File: src/rtl/multicycle_control_unit.sv
// Multicycle MIPS-32 control unit: Moore FSM sequencing fetch/decode/execute/
// memory/write-back over a shared datapath, with memory ready handshake,
// wait watchdog and sticky fault state.
module multicycle_control_unit #(
   parameter bit          MEM_HANDSHAKE    = 1'b1,
   parameter int unsigned MAX_WAIT         = 15,
   parameter bit          ENABLE_IMM_LOGIC = 1'b1
) (
   input  logic       Clock,
   input  logic       Reset,
   input  logic [5:0] OpCode,
   input  logic       MemReady,
   output logic       PCWrite,
   output logic       PCWriteCond,
   output logic       BranchNE,
   output logic       IorD,
   output logic       IRWrite,
   output logic       MemRead,
   output logic       MemWrite,
   output logic       MemToReg,
   output logic       RegDst,
   output logic       RegWrite,
   output logic       ALUSrcA,
   output logic       JAL,
   output logic       ZeroExt,
   output logic [1:0] ALUSrcB,
   output logic [1:0] ALUOp,
   output logic [1:0] PCSource,
   output logic       Fault,
   output logic [3:0] State
);

   localparam int unsigned CNT_W = 8;
   localparam logic [CNT_W-1:0] WAIT_LAST = CNT_W'(MAX_WAIT - 1);

   localparam logic [5:0] OP_RTYPE = 6'b000000;
   localparam logic [5:0] OP_LW    = 6'b100011;
   localparam logic [5:0] OP_SW    = 6'b101011;
   localparam logic [5:0] OP_ADDI  = 6'b001000;
   localparam logic [5:0] OP_ANDI  = 6'b001100;
   localparam logic [5:0] OP_ORI   = 6'b001101;
   localparam logic [5:0] OP_SLTI  = 6'b001010;
   localparam logic [5:0] OP_BEQ   = 6'b000100;
   localparam logic [5:0] OP_BNE   = 6'b000101;
   localparam logic [5:0] OP_J     = 6'b000010;
   localparam logic [5:0] OP_JAL   = 6'b000011;

   typedef enum logic [3:0] {
      S_FETCH  = 4'd0,
      S_DECODE = 4'd1,
      S_MEMADR = 4'd2,
      S_MEMRD  = 4'd3,
      S_MEMWB  = 4'd4,
      S_MEMWR  = 4'd5,
      S_EXEC_R = 4'd6,
      S_RWB    = 4'd7,
      S_EXEC_I = 4'd8,
      S_IWB    = 4'd9,
      S_BRANCH = 4'd10,
      S_JUMP   = 4'd11,
      S_FAULT  = 4'd12
   } state_t;

   state_t           state, next_state;
   logic [CNT_W-1:0] wait_cnt, next_wait_cnt;
   logic [5:0]       op_q, next_op;
   logic             mem_done;
   logic             zero_ext_op;

   // State, wait counter and opcode latched in DECODE
   always_ff @(posedge Clock) begin
      if (Reset) begin
         state    <= S_FETCH;
         wait_cnt <= '0;
         op_q     <= '0;
      end else begin
         state    <= next_state;
         wait_cnt <= next_wait_cnt;
         op_q     <= next_op;
      end
   end

   // Next-state logic and Moore output decode
   always_comb begin
      next_state    = state;
      next_wait_cnt = '0;
      next_op       = op_q;
      mem_done      = !MEM_HANDSHAKE || MemReady;
      zero_ext_op   = (op_q == OP_ANDI) || (op_q == OP_ORI);
      PCWrite       = 1'b0;
      PCWriteCond   = 1'b0;
      BranchNE      = 1'b0;
      IorD          = 1'b0;
      IRWrite       = 1'b0;
      MemRead       = 1'b0;
      MemWrite      = 1'b0;
      MemToReg      = 1'b0;
      RegDst        = 1'b0;
      RegWrite      = 1'b0;
      ALUSrcA       = 1'b0;
      JAL           = 1'b0;
      ZeroExt       = 1'b0;
      ALUSrcB       = 2'b00;
      ALUOp         = 2'b00;
      PCSource      = 2'b00;
      Fault         = 1'b0;
      State         = 4'd0;

      case (state)
         S_FETCH, S_MEMRD, S_MEMWR: begin
            if (mem_done) begin
               if (state == S_FETCH)      next_state = S_DECODE;
               else if (state == S_MEMRD) next_state = S_MEMWB;
               else                       next_state = S_FETCH;
            end else if (wait_cnt == WAIT_LAST) begin
               next_state = S_FAULT;
            end else begin
               next_wait_cnt = wait_cnt + CNT_W'(1);
            end
         end
         S_DECODE: begin
            next_op = OpCode;
            case (OpCode)
               OP_RTYPE:                next_state = S_EXEC_R;
               OP_LW, OP_SW:            next_state = S_MEMADR;
               OP_ADDI:                 next_state = S_EXEC_I;
               OP_ANDI, OP_ORI, OP_SLTI:
                  next_state = ENABLE_IMM_LOGIC ? S_EXEC_I : S_FAULT;
               OP_BEQ, OP_BNE:          next_state = S_BRANCH;
               OP_J, OP_JAL:            next_state = S_JUMP;
               default:                 next_state = S_FAULT;
            endcase
         end
         S_MEMADR: next_state = (op_q == OP_SW) ? S_MEMWR : S_MEMRD;
         S_EXEC_R: next_state = S_RWB;
         S_EXEC_I: next_state = S_IWB;
         S_MEMWB, S_RWB, S_IWB, S_BRANCH, S_JUMP: next_state = S_FETCH;
         S_FAULT:  next_state = S_FAULT;
         default:  next_state = S_FAULT;
      endcase

      if (!Reset) begin
         State = 4'(state);
         case (state)
            S_FETCH: begin
               MemRead = 1'b1;
               ALUSrcB = 2'b01;
               IRWrite = mem_done;
               PCWrite = mem_done;
            end
            S_DECODE: ALUSrcB = 2'b11;
            S_MEMADR: begin
               ALUSrcA = 1'b1;
               ALUSrcB = 2'b10;
            end
            S_MEMRD: begin
               MemRead = 1'b1;
               IorD    = 1'b1;
            end
            S_MEMWB: begin
               RegWrite = 1'b1;
               MemToReg = 1'b1;
            end
            S_MEMWR: begin
               MemWrite = 1'b1;
               IorD     = 1'b1;
            end
            S_EXEC_R: begin
               ALUSrcA = 1'b1;
               ALUOp   = 2'b10;
            end
            S_RWB: begin
               RegDst   = 1'b1;
               RegWrite = 1'b1;
            end
            S_EXEC_I: begin
               ALUSrcA = 1'b1;
               ALUSrcB = 2'b10;
               ALUOp   = (op_q == OP_ADDI) ? 2'b00 : 2'b11;
               ZeroExt = zero_ext_op;
            end
            S_IWB: begin
               RegWrite = 1'b1;
               ZeroExt  = zero_ext_op;
            end
            S_BRANCH: begin
               ALUSrcA     = 1'b1;
               ALUOp       = 2'b01;
               PCWriteCond = 1'b1;
               PCSource    = 2'b01;
               BranchNE    = (op_q == OP_BNE);
            end
            S_JUMP: begin
               PCWrite  = 1'b1;
               PCSource = 2'b10;
               JAL      = (op_q == OP_JAL);
               RegWrite = (op_q == OP_JAL);
            end
            S_FAULT: Fault = 1'b1;
            default: ;
         endcase
      end
   end

endmodule

File: config.mk
export PLATFORM = sky130hd
export DESIGN_NAME = multicycle_control_unit
export DESIGN_NICKNAME = d
export VERILOG_FILES = /design/src/rtl/multicycle_control_unit.sv
export SDC_FILE = /design/constraint.sdc
export NUM_CORES = 1
export LEC_CHECK = 0
export ABC_AREA = 0
export CORE_MARGIN = 8
export CORE_UTILIZATION = 49
export CTS_CLUSTER_DIAMETER = 150
export DETAILED_ROUTE_END_ITERATION = 8
export PLACE_DENSITY = 0.8
export SYNTH_ARGS = -nofsm -noshare
export SYNTH_HDL_FRONTEND = slang
export SYNTH_SLANG_ARGS = --single-unit
export TNS_END_PERCENT = 5
File: constraint.sdc
create_clock -name Clock -period 2.1 [get_ports Clock]
set_input_delay 0.42 -clock Clock [delete_from_list [all_inputs] [get_ports Clock]]
set_output_delay 0.42 -clock Clock [all_outputs]
set_load 0.005 [all_outputs]
==> results.tsv <==
metric	value	unit
Max Cap Viol	0	
Int Pwr	1.00	mW
total combinational power	1.00	mW
adder share	0.0192	
simple logic cell fraction of the synthesized area	0.383	
Clock Tree Buf Depth	2	
Core Area	2500	um2
invs w/o clock	6	
Endpoint, Worst Hold	wait_cnt[0]	
worst hold start	wait_cnt[0]	
NetSw	676	uW
XORs/XNORs by Area	0.0470	
Yosys cell types	49	
mi-comb count	133	
fin crit share	1.09	
tool warnings	29	
first-pass GRT wire length	7.17	mm
FMAX	438	MHz
total clock sinks	18	
FFs w/ async S/R, synth	0	
Top cells excl fill/tap	buf_4 (32), nor2_1 (26), clkdlybuf4s50_1 (15)	
layout cells sized above 1	0.282	
Clk. pwr	222	uW
Initial Utilization	0.522	
power share of the clock group	0.132	
CP startpoint kind	flip-flop	
io pins	33	
synth warn	0	
Worst Max-Slew Pin Slew	438	ps
CTS clk-pin slew, worst paths	110	ps
sequential share of power	0.270	
# port buffers	32	
post-synth top area cell	dfxtp_1	
peak supply drop	0.000708	V
HP Class	reg -> reg	
post-CTS sizing	32	
failing checks	negative setup slack	
clock buf count	4	
Final WS setup	-182	ps
CP delay by family, top	buffers and inverters	
Dominant flop cell	dfxtp_1	
Top Consumer	combinational cells	
logic share of the area	0.465	
Post-CTS Setup Bufs	0	
Syn Area/Cell	7.68	um2
cts hold-fix bufs	0	
gpl congestion	0.867	
pin count of the biggest net entering global routing	14	
power per cell area	850	nW/um2
P&R area growth vs syn	51.4	%
Dominant combinational family	simple AND/OR/NAND/NOR gates	
WP buf/inv	2	
tap cells	30	
Reg2Reg Setup Slack	330	ps
fraction of area in registers	0.189	
pre-CTS setup slack	-368	ps
Stages on worst setup path	5	
critical path required time	1680	ps
clock network area share	0.0184	
Skew-Pair Late Insertion Delay	300	ps
buffering overhead	0.297	
unrepaired setup endpoints after global routing	true	
status	finished with violations	
skew final	6.75	ps
R2R Path End	state[3]	
Critical Path End Type	output port	
Post-synth EDFFs	0	
most frequent logic cell in the layout	buf_4	
LEAKAGE	0.923	nW
starting DRC count in detailed routing	94	
Fillers	156	
chip width	67.6	um
min Tclk post-route	2280	ps
Core Rows	18	
Worst slew margin	0.704	
total CTS buffers	3	
placed insts	253	
final setup fails	6	
-- through the flow --
step | power (mW) | area (um2) | hold slack [ps] | TNS, ps
2_1_floorplan | 0.965 | 1310 | 437 | 0
3_3_place_gp | 1.36 | 1850 | 456 | -4070
3_5_place_dp | 1.39 | 1850 | 461 | -5470
4_1_cts | 1.66 | 1950 | 487 | -1500
5_1_grt | 1.78 | 1980 | 538 | -1090
6_report | 1.68 | 1980 | 480 | -496
-- routing by layer --
metal / global-route usage / share of wire
met5: 0 / 0
met4: 0.0418 / 0.012
met3: 0.0480 / 0.050
met2: 0.351 / 0.52
met1: 0.230 / 0.42
-- sequential cells by signal (all words and copies together) (netlist names) --
register / count
state: 4
op_q: 6
wait_cnt: 8
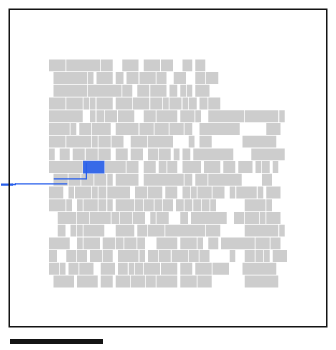
**Above:** wires at chosen ports, followed through buffers.
The bar under the picture is 20 um long.
color	port	bits	direction	end cells	buffers	wire
blue	`BranchNE`	1	output	1	1	22.2 um

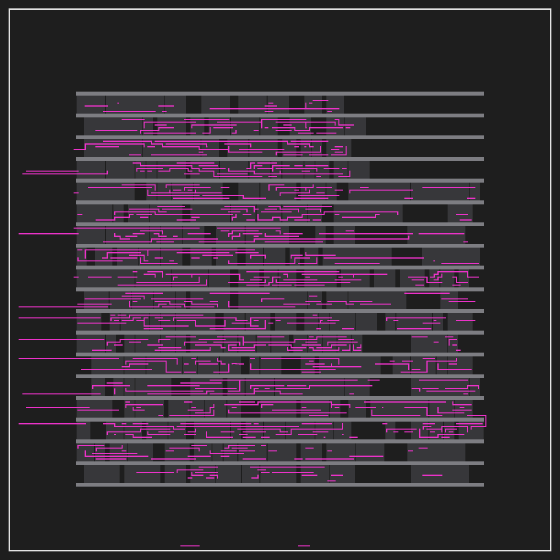
**Above:** metal 1.
Supply wires on this layer in gray.
wire length on this layer	1820 um
longest straight run	21.2 um
nets with wire on the layer	222
main direction	horizontal

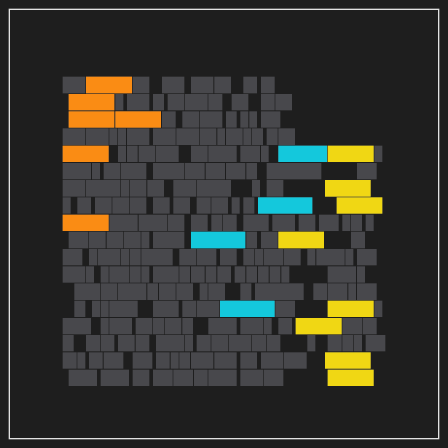
**Above:** where the registers sit.
Other cells in gray.
color	signal	placed flops
cyan	`state`	4
orange	`op_q`	6
yellow	`wait_cnt`	8

Power is estimated from default activity; no workload was simulated.
